===== config.mk =====
export PLATFORM = sky130hd
export DESIGN_NAME = systolic_array_sequencer
export DESIGN_NICKNAME = d
export VERILOG_FILES = /design/src/rtl/systolic_pkg.sv /design/src/rtl/seq_out_fifo.sv /design/src/rtl/systolic_array_sequencer.sv
export SDC_FILE = /design/constraint.sdc
export NUM_CORES = 1
export LEC_CHECK = 0
export CAP_MARGIN = 10
export CORE_AREA = 2 2 306 308
export CTS_BUF_LIST = sky130_fd_sc_hd__clkbuf_4
export CTS_CLUSTER_SIZE = 20
export DETAILED_ROUTE_END_ITERATION = 16
export DIE_AREA = 0 0 308 310
export GPL_TIMING_DRIVEN = 0
export PLACE_DENSITY_LB_ADDON = 0.2
export SYNTH_ARGS = -nofsm -noshare
export SYNTH_HDL_FRONTEND = slang
export SYNTH_SLANG_ARGS = --single-unit

===== constraint.sdc =====
create_clock -name clk -period 8.95 [get_ports clk]
set_input_delay 2.685 -clock clk [delete_from_list [all_inputs] [get_ports clk]]
set_output_delay 2.685 -clock clk [all_outputs]
set_load 0.005 [all_outputs]

===== src/rtl/systolic_pkg.sv =====
// Shared types and default sizes for the systolic array sequencer and its output FIFO.
package systolic_pkg;

    localparam int DEFAULT_DATA_WIDTH = 8;
    localparam int DEFAULT_ACC_WIDTH  = 32;
    localparam int DEFAULT_ARRAY_SIZE = 8;
    localparam int DEFAULT_PIPE_LAT   = 16;

    typedef enum logic [2:0] {
        IDLE,
        LOAD,
        COMPUTE,
        CAPTURE,
        DRAIN
    } seq_state_t;

    typedef logic [DEFAULT_ARRAY_SIZE-1:0][DEFAULT_DATA_WIDTH-1:0] operand_row_t;
    typedef logic [DEFAULT_ARRAY_SIZE-1:0][DEFAULT_ACC_WIDTH-1:0]  result_row_t;

endpackage


===== src/rtl/seq_out_fifo.sv =====
// Two-entry result-row FIFO; the head entry is read straight from registers.
module seq_out_fifo #(
    parameter int WIDTH = 256
) (
    input  logic             clk,
    input  logic             rst,
    input  logic             push,
    input  logic [WIDTH-1:0] push_data,
    input  logic             pop,
    output logic [WIDTH-1:0] head,
    output logic             full,
    output logic             empty
);

    logic [WIDTH-1:0] mem [2];
    logic             wr_ptr;
    logic             rd_ptr;
    logic [1:0]       count;
    logic             do_push;
    logic             do_pop;

    assign full    = (count == 2'd2);
    assign empty   = (count == 2'd0);
    assign do_push = push && !full;
    assign do_pop  = pop && !empty;
    assign head    = mem[rd_ptr];

    always_ff @(posedge clk or negedge rst) begin
        if (!rst) begin
            mem[0] <= '0;
            mem[1] <= '0;
            wr_ptr <= 1'b0;
            rd_ptr <= 1'b0;
            count  <= 2'd0;
        end else begin
            if (do_push) begin
                mem[wr_ptr] <= push_data;
                wr_ptr      <= !wr_ptr;
            end
            if (do_pop) begin
                rd_ptr <= !rd_ptr;
            end
            count <= count + {1'b0, do_push} - {1'b0, do_pop};
        end
    end

endmodule


===== src/rtl/systolic_array_sequencer.sv =====
// Load/compute/capture/drain controller for one weight-stationary systolic array tile.
// Optional SEQ_PERF_CNT_EN adds a saturating per-tile cycle_count output.
module systolic_array_sequencer
    import systolic_pkg::*;
#(
    parameter int DATA_WIDTH = DEFAULT_DATA_WIDTH,
    parameter int ACC_WIDTH  = DEFAULT_ACC_WIDTH,
    parameter int ARRAY_SIZE = DEFAULT_ARRAY_SIZE,
    parameter int PIPE_LAT   = DEFAULT_PIPE_LAT
) (
    input  logic                                  clk,
    input  logic                                  rst,
    input  logic                                  start,
    output logic                                  busy,
    output logic                                  done,
    input  logic                                  in_valid,
    output logic                                  in_ready,
    input  logic [ARRAY_SIZE-1:0][DATA_WIDTH-1:0] in_a,
    input  logic [ARRAY_SIZE-1:0][DATA_WIDTH-1:0] in_b,
    output logic                                  out_valid,
    input  logic                                  out_ready,
    output logic [ARRAY_SIZE-1:0][ACC_WIDTH-1:0]  out_c,
    output logic                                  arr_enable,
    output logic                                  arr_input_write,
    output logic                                  arr_output_write,
    output logic                                  arr_output_read,
    output logic [$clog2(ARRAY_SIZE)-1:0]         arr_row_ptr,
    output logic [ARRAY_SIZE-1:0][DATA_WIDTH-1:0] arr_a_in,
    output logic [ARRAY_SIZE-1:0][DATA_WIDTH-1:0] arr_b_in,
    input  logic [ARRAY_SIZE-1:0][ACC_WIDTH-1:0]  arr_c_out
`ifdef SEQ_PERF_CNT_EN
    ,
    output logic [31:0]                           cycle_count
`endif
);

    localparam int PTR_W = $clog2(ARRAY_SIZE);
    localparam int CNT_W = $clog2((PIPE_LAT > ARRAY_SIZE) ? PIPE_LAT : ARRAY_SIZE) + 1;
    localparam logic [CNT_W-1:0] LAST_ROW  = CNT_W'(ARRAY_SIZE - 1);
    localparam logic [CNT_W-1:0] LAST_WAIT = CNT_W'(PIPE_LAT - 1);
    localparam logic [CNT_W-1:0] ROWS      = CNT_W'(ARRAY_SIZE);

    seq_state_t       state;
    seq_state_t       state_next;
    logic [CNT_W-1:0] cnt;
    logic [CNT_W-1:0] cnt_next;
    logic [CNT_W-1:0] pop_cnt;
    logic [CNT_W-1:0] pop_cnt_next;
    logic             rd_pending;
    logic             fifo_full;
    logic             fifo_empty;
    logic             fifo_pop;
    logic [1:0]       fifo_occ;
    logic [2:0]       slots_used;

    assign arr_a_in   = in_a;
    assign arr_b_in   = in_b;
    assign busy       = (state != IDLE);
    assign arr_enable = busy;
    assign out_valid  = !fifo_empty;
    assign fifo_pop   = out_valid && out_ready;
    assign fifo_occ   = fifo_full ? 2'd2 : (fifo_empty ? 2'd0 : 2'd1);
    // A read in flight already owns a FIFO slot; a pop this cycle frees one.
    assign slots_used = {1'b0, fifo_occ} + {2'b00, rd_pending} - {2'b00, fifo_pop};

    seq_out_fifo #(
        .WIDTH(ARRAY_SIZE * ACC_WIDTH)
    ) u_out_fifo (
        .clk      (clk),
        .rst      (rst),
        .push     (rd_pending),
        .push_data(arr_c_out),
        .pop      (fifo_pop),
        .head     (out_c),
        .full     (fifo_full),
        .empty    (fifo_empty)
    );

    always_ff @(posedge clk or negedge rst) begin
        if (!rst) begin
            state      <= IDLE;
            cnt        <= '0;
            pop_cnt    <= '0;
            rd_pending <= 1'b0;
        end else begin
            state      <= state_next;
            cnt        <= cnt_next;
            pop_cnt    <= pop_cnt_next;
            rd_pending <= arr_output_read;
        end
    end

    always_comb begin
        state_next       = state;
        cnt_next         = cnt;
        pop_cnt_next     = pop_cnt;
        in_ready         = 1'b0;
        done             = 1'b0;
        arr_input_write  = 1'b0;
        arr_output_write = 1'b0;
        arr_output_read  = 1'b0;
        arr_row_ptr      = cnt[PTR_W-1:0];
        case (state)
            IDLE: begin
                if (start) begin
                    state_next   = LOAD;
                    cnt_next     = '0;
                    pop_cnt_next = '0;
                end
            end
            LOAD: begin
                in_ready = 1'b1;
                if (in_valid) begin
                    arr_input_write = 1'b1;
                    if (cnt == LAST_ROW) begin
                        cnt_next   = '0;
                        state_next = COMPUTE;
                    end else begin
                        cnt_next = cnt + 1'b1;
                    end
                end
            end
            COMPUTE: begin
                if (cnt == LAST_WAIT) begin
                    cnt_next   = '0;
                    state_next = CAPTURE;
                end else begin
                    cnt_next = cnt + 1'b1;
                end
            end
            CAPTURE: begin
                arr_output_write = 1'b1;
                if (cnt == LAST_ROW) begin
                    cnt_next   = '0;
                    state_next = DRAIN;
                end else begin
                    cnt_next = cnt + 1'b1;
                end
            end
            DRAIN: begin
                // cnt counts reads issued, pop_cnt counts rows handed to the host.
                if (cnt != ROWS && slots_used < 3'd2) begin
                    arr_output_read = 1'b1;
                    cnt_next        = cnt + 1'b1;
                end
                if (fifo_pop) begin
                    pop_cnt_next = pop_cnt + 1'b1;
                    if (pop_cnt == LAST_ROW) begin
                        done         = 1'b1;
                        state_next   = IDLE;
                        cnt_next     = '0;
                        pop_cnt_next = '0;
                    end
                end
            end
            default: begin
                state_next = IDLE;
            end
        endcase
    end

`ifdef SEQ_PERF_CNT_EN
    // The start cycle itself is counted, so a finished tile reads its start-to-done latency.
    always_ff @(posedge clk or negedge rst) begin
        if (!rst) begin
            cycle_count <= '0;
        end else if (state == IDLE) begin
            if (start) begin
                cycle_count <= 32'd1;
            end
        end else if (cycle_count != '1) begin
            cycle_count <= cycle_count + 32'd1;
        end
    end
`else
    // No performance counter in this build.
`endif

endmodule


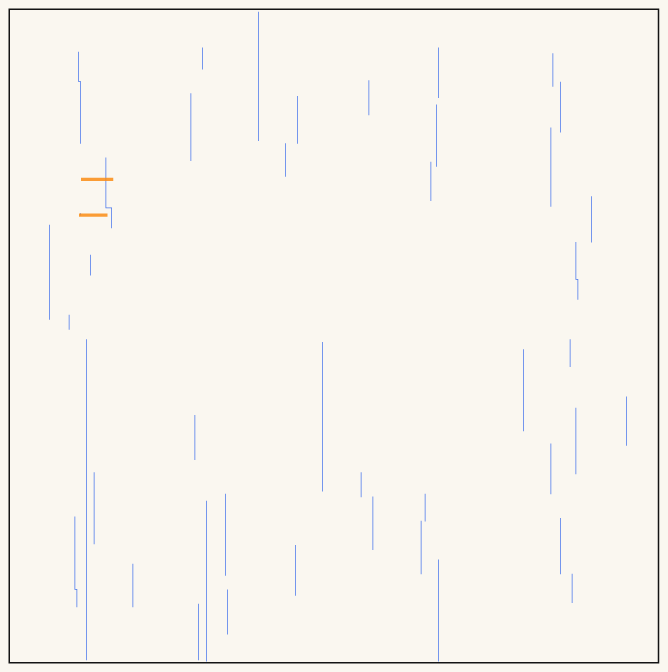
*Wiring by layer, run 1*
Only two layers are drawn.
metal 4 -> blue  # wire length 1,320 um
metal 5 -> orange  # wire length 25.8 um
GRT Util Overall: 15.49%
aggregate routed wire length: 75,660 um
via count of the routed design: 16,250

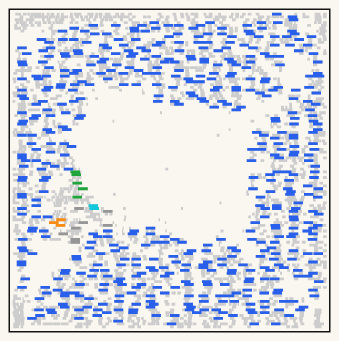
*Where the registers sit, run 1*
Other sequential cells in the stronger grey, the rest of the logic in the fainter grey.
`u_out_fifo.mem` -> blue  # flops 512, where all over the die
`cnt` -> green  # flops 5, where left middle
`state` -> orange  # flops 3
`u_out_fifo.count` -> cyan  # flops 2
not coloured = 8
power dissipated in sequential cells: 3.84 mW
footprint of the flip-flops and latches: 13,260 sq um

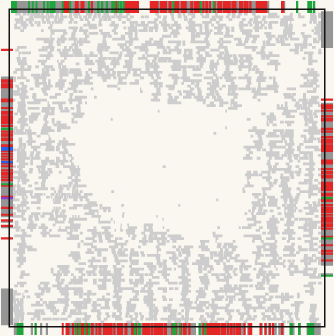
*Pin placement, run 1*
Pins as bars across the die edge, other pins in grey.
`arr_row_ptr` -> blue  # pins 3, direction output, edge left
`in_b` -> green  # pins 64, direction input, edge 32 top, 27 bottom, 3 right, 2 left
`out_c` -> red  # pins 256, direction output, edge 81 bottom, 77 top, 55 right, 43 left
`arr_enable` -> purple  # pins 1, direction output, edge left

==> out/results.tsv, run 1 <==
metric	value	unit
drive_above_1_share	48.42	%
setup_violations	0	
finish.instance_area	34460	sq um
worstPathArrival	5.08	ns
chip_area	95480	sq um
power_per_cell_area	319.9	nW/um^2
layout.area.comb	9366	sq um
well_tap_count	1197	
leakage	15.26	nW
detailed_place.area	32440	sq um
ys.flop_type	sky130_fd_sc_hd__dfrtp_1	
yosysSeqAreaShare	54.70	%
pwr-share-clk	21.2	%
clockNetworkAreaShare	5.806	%
final_min_period_over_clock_period	86.73	%
layout_min_cycle_time	7.762	ns
critical-path-max-stage-delay	0.59	ns
die_width	308	um
route.detailed.drc	0	
multi_input_comb_cells	866	
cts_sink_count	530	
ctsHtreeMaxLevel	4	
synth_flops	530	
design.portCount	784	
grt_util_met2	27.74	%
seq_area_share	38.49	%
enable_flop_cells	0	
biggestCellCategory	sequential cells	
timing.critical_path.buf_inv	3	
wl_met1	28990	um
synthArstFlopShare	100.0	%
setup.worst_path.start_class	primary input	
crit_family	buffers and inverters	
vias_per_cell	4.313	
fillers	8957	
grtUsageMet3	5.326	%
grt-busiest-layer	met2	
initial_core_util	26.21	%
clock.latency.late_pin	1.02	ns
max_power_group	combinational cells	
cts-resized-gates	0	
drt_iter0_drc	429	
routed-wl-met3	5206	um
endpoint_kind	primary output	
final_stage_net_count	2846	
slowest_stage	sky130_fd_sc_hd__clkdlybuf4s50_1	
switch_share	29.85	%
layout.nonclk_buf_share	23.98	%
timing_worst_slew_pin_value	1.129	ns
syn_std_cell_area	24250	sq um
number_of_openroad_warnings	34	
internal-power	7.734	mW
routedWlPerCell	20.08	um
timing_worst_setup_path_type	primary input to primary output	
hold_violations	0	
synth_chip_area	24250	sq um
synthDistinctLibCells	45	
yosysWarnings	0	
final_antenna_net_count	0	
nFlopsAndLatches	530	
placeableCoreArea	92490	sq um
number_of_cells_on_the_critical_path	9	
grt.overflow.total	0	
worst-path-max-fanout	7	
p_comb	4.85	mW
number_of_antenna_violations_at_the_first_check_in_global_routing	6	
grt_max_degree	123	
die_h	310	um
detailed_place_hpwl	55400	um
comb-cell-share	27.18	%
synth_top_area_share	54.70	%
power.switching	3.291	mW
cts_root_buffer	sky130_fd_sc_hd__clkbuf_4	
std_cell_rows	112	
synth.top_cells.by_count	sky130_fd_sc_hd__mux2_2, sky130_fd_sc_hd__dfrtp_1, sky130_fd_sc_hd__buf_4	
tritoncts_clock_tree	built	
maximum_clock_path_buffer_count	3	
pre_cts_ws	1.170	ns
number_of_diodes	7	
setup_repair_after_global_routing_missed_its_margin	false	
area_delta_synth_final	42.13	%
top_cell_type_by_instance_count_after_synthesis	sky130_fd_sc_hd__mux2_2	
worst-r2r-cell-count	8	
clock_net_power	2.34	mW
setup_slack	1.188	ns
crit_required	6.27	ns
worst_hold_slack	0.4917	ns
power_frac_comb	43.9	%
buffers_excl_clock	880	
synth_nets	2027	
n_clock_buffer	229	
synthesis.area_per_instance	14.87	sq um
path_clk_slew	0.06	ns
maximum_clock_skew_at_final_layout	0.06447	ns
timing.slew.headroom	24.72	%
dr_wl_met2	40120	um
vdd_drop_max	0.0001462	V
grt_first_pass_wirelength	110900	um
numCtsBuffers	157	
highest_signal_layer_in_the_routed_design	met5	
run_status	complete, no violations	
nonClockInverterCount	14	
crit_path_cell_trace	clkdlybuf4s50_1, o21ai_1, inv_1, ha_1, nor2b_1, xor3_1, nand2_1, nor2_1, clkdlybuf4s50_1	
cts.hold.buffers_added	0	
portBuffers	655	
post_cts.repair.setup_buffers	0	
slew_violations	0	
drt_pass1_iterations	5	
cap_violations	0	
min-delay-path-class	flop to flop	
synthTopCellsByArea	sky130_fd_sc_hd__dfrtp_1, sky130_fd_sc_hd__mux2_2, sky130_fd_sc_hd__buf_4	
synth_cells	1630	
met1_usage	17.14	%
sequentialPowerShare	34.8	%
path_common_cell	sky130_fd_sc_hd__clkdlybuf4s50_1	
place_congestion	0.7772	
fmax	0.1288	GHz
rrSetupSlack	6.50	ns
worstHoldPathCells	1	
number_of_global_route_vias_before_repair	17910	
synth.yosys.num_cells	1630	
yosysTopAreaCell	sky130_fd_sc_hd__dfrtp_1	
==> run 1: state kept, by name (all words and copies together) (netlist names) <==
name / flops
u_out_fifo.wr_ptr: 1
pop_cnt: 5
rd_pending: 1
cnt: 5
u_out_fifo.rd_ptr: 1
u_out_fifo.mem: 512
state: 3
u_out_fifo.count: 2
==> run 1: metrics by stage <==
stage	instances	util [%]	total power, mW	setup TNS [ns]
2_1_floorplan	1630	-	6.106	0
3_3_place_gp	3482	34.92	8.710	-9828.44
3_5_place_dp	3487	35.08	8.802	0
4_1_cts	3760	37.24	11.27	0
5_1_grt	3766	37.26	11.75	0
6_report	3767	37.26	11.02	0
==> run 1: cells by family (layout without fill, tap and decap cells) <==
group / count (synthesis) / in the layout / share of synthesized area, %
AND-OR/OR-AND: 28 / 28 / 0.8412
flip-flops: 530 / 530 / 54.70
AND/OR/NAND/NOR: 50 / 50 / 1.115
buffers and inverters: 234 / 1167 / 6.667
XOR/XNOR: 7 / 7 / 0.3715
multiplexers: 773 / 773 / 35.89
adder cells (fa/ha/maj): 8 / 8 / 0.4129
other: 0 / 7 / 0
==> run 1: final timing paths <==
path / start / end
max reg2reg: u_out_fifo.count[0] / cnt[3]
min in group asynchronous: rst / u_out_fifo.mem[237]
max: out_ready / arr_output_read
min: u_out_fifo.wr_ptr / u_out_fifo.wr_ptr
min reg2reg: u_out_fifo.wr_ptr / u_out_fifo.wr_ptr
max in group asynchronous: rst / u_out_fifo.mem[69]
==> run 1: placed cells by master, fill, tap and decap left out, drive strengths merged, types with 7 or more instances in the layout <==
cell type,Yosys,routed
inv,14,17
mux2,771,771
buf,214,220
clkinv,0,34
nor2,13,13
diode,0,7
clkdlybuf4s50,0,654
ha,8,8
nand2,9,9
clkbuf,6,235
nand3,7,7
dfrtp,530,530
--- run 2 (diff from run 1) ---
--- a/config.mk
+++ b/config.mk
@@ -5,7 +5,7 @@
 export SDC_FILE = /design/constraint.sdc
 export NUM_CORES = 1
 export LEC_CHECK = 0
-export CAP_MARGIN = 10
+export CAP_MARGIN = 20
 export CORE_AREA = 2 2 306 308
 export CTS_BUF_LIST = sky130_fd_sc_hd__clkbuf_4
 export CTS_CLUSTER_SIZE = 20
==> run 2 against run 1 <==
Design area is 0.44% lower. Final cell count is 0.64% lower. Combinational power hardly changed. Setup slack got worse by 0.014 ns. Sequential power barely moved. Routed wire length down 0.37%. Via count grew 0.33%. Critical path depth is the same. First-iteration DRC count rose by 12%. Sequential share of layout area grew 0.17 points. Core utilization fell by 0.16 points. Critical endpoint unchanged.
==> out/results.tsv, run 2 <==
metric	value	unit	change
ys.flop_type	sky130_fd_sc_hd__dfrtp_1		
synth.top_cells.by_count	sky130_fd_sc_hd__mux2_2, sky130_fd_sc_hd__dfrtp_1, sky130_fd_sc_hd__buf_4		
timing.rr.end	cnt[3]		
slew_violations	0		unchanged
timing_worst_slew_pin_value	0.8401	ns	-0.2890 ns
detailed_place.area	32460	sq um	about the same
timing_worst_setup_path_type	primary input to primary output		
grt_max_degree	123		unchanged
total_power	10.90	mW	-1.1%
rrSetupSlack	6.44	ns	-0.06 ns
maximum_clock_path_buffer_count	3		unchanged
leakage	15.19	nW	-0.45%
number_of_openroad_warnings	35		+2.9%
worst_r2r_startpoint	u_out_fifo.count[1]		
placeableCoreArea	92490	sq um	unchanged
layout_min_cycle_time	7.776	ns	+0.01438 ns
timing.slew.headroom	43.99	%	+19 points
setup_slack	1.174	ns	-0.01438 ns
final_antenna_net_count	0		unchanged
final_cell_mix	sky130_fd_sc_hd__mux2_2, sky130_fd_sc_hd__clkdlybuf4s50_1, sky130_fd_sc_hd__dfrtp_1, sky130_fd_sc_hd__clkbuf_4, sky130_fd_sc_hd__buf_4		
yosysTopAreaCell	sky130_fd_sc_hd__dfrtp_1		
post_cts.repair.setup_buffers	0		unchanged
synth_top_area_share	54.70	%	unchanged
synthArstFlopShare	100.0	%	unchanged
vias_per_cell	4.355		+0.98%
clock.latency.late_pin	1.03	ns	about the same
cap_violations	0		unchanged
worstHoldStart	u_out_fifo.wr_ptr		
cts-resized-gates	0		unchanged
detailed_place_hpwl	55560	um	+0.29%
setup_repair_after_global_routing_missed_its_margin	false		
area_delta_synth_final	41.51	%	
path_clk_slew	0.06	ns	about the same
top_cell_type_by_instance_count_after_synthesis	sky130_fd_sc_hd__mux2_2		
layoutNonFillerInstCount	3743		-0.64%
worstPathArrival	5.09	ns	about the same
place_congestion	0.7772		unchanged
ctsHtreeMaxLevel	4		unchanged
maximum_clock_skew_at_final_layout	0.09084	ns	+0.02637 ns
pre_cts_ws	1.164	ns	-0.006120 ns
die_h	310	um	unchanged
top_regs	u_out_fifo.mem: 512 flops, cnt: 5 flops, pop_cnt: 5 flops		
synthDistinctLibCells	45		unchanged
synthesis.area_per_instance	14.87	sq um	unchanged
setup_violations	0		unchanged
run_status	complete, no violations		
cts_root_buffer	sky130_fd_sc_hd__clkbuf_4		
initial_core_util	26.21	%	unchanged
crit_path_cell_trace	clkdlybuf4s50_1, o21ai_1, inv_1, ha_1, nor2b_1, xor3_1, nand2_1, nor2_1, clkdlybuf4s50_1		
vdd_drop_max	0.0001381	V	-5.5%
worst_setup_path_endpoint	arr_output_read		
synth_flops	530		unchanged
lay_top_count	sky130_fd_sc_hd__mux2_2		
min-delay-path-class	flop to flop		
chip_area	95480	sq um	unchanged
portBuffers	655		unchanged
setup.worst_path.start_class	primary input		
die_width	308	um	unchanged
syn_std_cell_area	24250	sq um	unchanged
largest_register_ffs	512		unchanged
final_stage_net_count	2849		+0.11%
tritoncts_clock_tree	built		
synth_chip_area	24250	sq um	unchanged
drt_iter0_drc	482		+12%
power_per_cell_area	317.8	nW/um^2	-0.65%
wl	75380	um	-0.37%
fmax	0.1286	GHz	-0.18%
crit_path_start	out_ready		
drive_above_1_share	48.46	%	about the same
route.detailed.drc	0		unchanged
design.portCount	784		unchanged
worst_hold_slack	0.4927	ns	+0.001070 ns
worstHoldPathCells	1		unchanged
synthTopCellsByArea	sky130_fd_sc_hd__dfrtp_1, sky130_fd_sc_hd__mux2_2, sky130_fd_sc_hd__buf_4		
enable_flop_cells	0		unchanged
synth.yosys.num_cells	1630		unchanged
numCtsBuffers	159		+1.3%
slowest_stage	sky130_fd_sc_hd__clkdlybuf4s50_1		
synth_cells	1630		unchanged
endpoint_kind	primary output		
synth_nets	2027		unchanged
path_common_cell	sky130_fd_sc_hd__clkdlybuf4s50_1		
drt_pass1_iterations	4		-1
final_min_period_over_clock_period	86.89	%	+0.16 points
number_of_antenna_violations_at_the_first_check_in_global_routing	13		+7
grt_first_pass_wirelength	110100	um	-0.79%
endpoint_of_the_worst_hold_timing_path	u_out_fifo.wr_ptr		
worst-path-max-fanout	7		unchanged
std_cell_rows	112		unchanged
yosysWarnings	0		unchanged
cts_sink_count	530		unchanged
critical-path-max-stage-delay	0.58	ns	about the same
hold_violations	0		unchanged
placed_cells_incl_taps	3488		+0.029%
grt.overflow.total	0		unchanged
worst-r2r-cell-count	8		unchanged
yosysSeqAreaShare	54.70	%	unchanged
finish.instance_area	34310	sq um	-0.44%
crit_required	6.27	ns	about the same
number_of_global_route_vias_before_repair	18010		+0.55%
max_flop_register	u_out_fifo.mem		
cts.hold.buffers_added	0		unchanged
-- run 2: per-layer routing --
metal  share of wire (%)  vias up  global-route usage, %  wire length [um]
met5                0.10        -                      0                77
met4                 2.9       10                  6.818              2209
met3                 6.9      159                  5.360              5216
met2                  52      503                  27.14             39340
met1                  38     8243                  16.76             28540
li1                    -     7386                      -                 -
-- run 2: layout make-up --
type / instances / area [sq um]
antenna: 6 / 15.01
buffer: 220 / 1564
clock buffer: 218 / 1637
clock inverter: 31 / 200.2
fill: 8946 / 58180
inverter: 14 / 52.55
multi-input combinational: 866 / 9366
sequential: 530 / 13260
tap: 1197 / 1498
timing repair buffer: 661 / 6714
-- run 2: kinds of logic (layout without fill, tap and decap cells) --
group                    Yosys count  in the layout  synth area share, %
buffers and inverters            234           1144                6.667
AND/OR/NAND/NOR                   50             50                1.115
multiplexers                     773            773                35.89
XOR/XNOR                           7              7               0.3715
AND-OR/OR-AND                     28             28               0.8412
flip-flops                       530            530                54.70
adder cells (fa/ha/maj)            8              8               0.4129
other                              0              6                    0
-- run 2: report_power, final --
part | switching [mW] | internal, mW
registers | 0.461 | 3.38
clock network | 1.06 | 1.16
logic | 1.74 | 3.10
total | 3.26 | 7.65
-- run 2: per-stage QoR --
step                TNS [ns]  util [%]
global route               0     37.09
global placement    -9828.44     34.92
floorplan                  0         -
detailed placement         0     35.09
CTS                        0     37.08
finish                     0     37.10
-- run 2: critical path, delay by kind of cell --
family                   cells  cell delay [ns]
AND-OR/OR-AND                1             0.31
XOR/XNOR                     1             0.20
AND/OR/NAND/NOR              3             0.48
buffers and inverters        3             1.11
adder cells (fa/ha/maj)      1             0.30
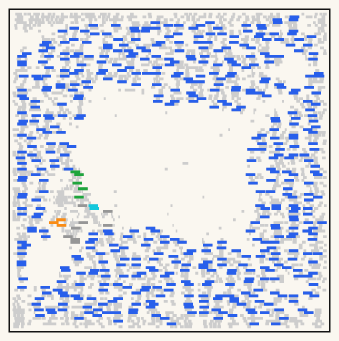
*Where the registers sit, run 2*
Other sequential cells in the stronger grey, the rest of the logic in the fainter grey.
`state` -> orange  # flops 3
`cnt` -> green  # flops 5, where left middle
`u_out_fifo.count` -> cyan  # flops 2
`u_out_fifo.mem` -> blue  # flops 512, where all over the die
not coloured = 8

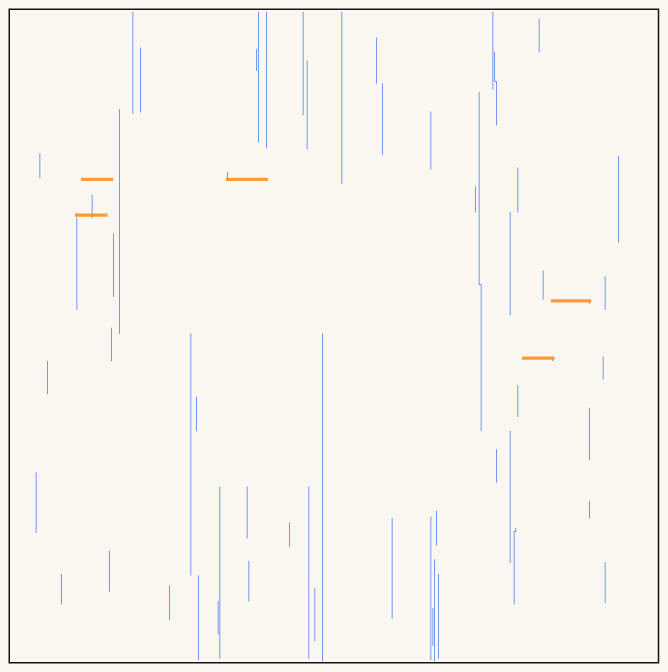
*Wiring by layer, run 2*
Only two layers are drawn.
metal 5 -> orange  # wire length 77.3 um
metal 4 -> blue  # wire length 2,210 um
via count of the routed design: 16,300
GRT Util Overall: 15.43%
final routed wire length divided by cell count: 20.14 um

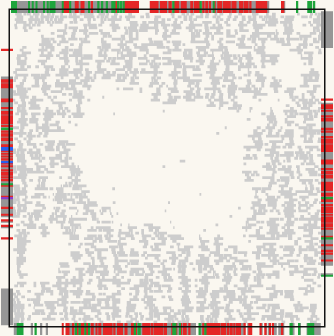
*Pin placement, run 2*
Pins as bars across the die edge, other pins in grey.
`arr_row_ptr` -> blue  # pins 3, direction output, edge left
`out_c` -> red  # pins 256, direction output, edge 81 bottom, 77 top, 55 right, 43 left
`in_b` -> green  # pins 64, direction input, edge 32 top, 27 bottom, 3 right, 2 left
`arr_enable` -> purple  # pins 1, direction output, edge left

Power figures rest on the tool's default switching activity, not on a simulated workload.
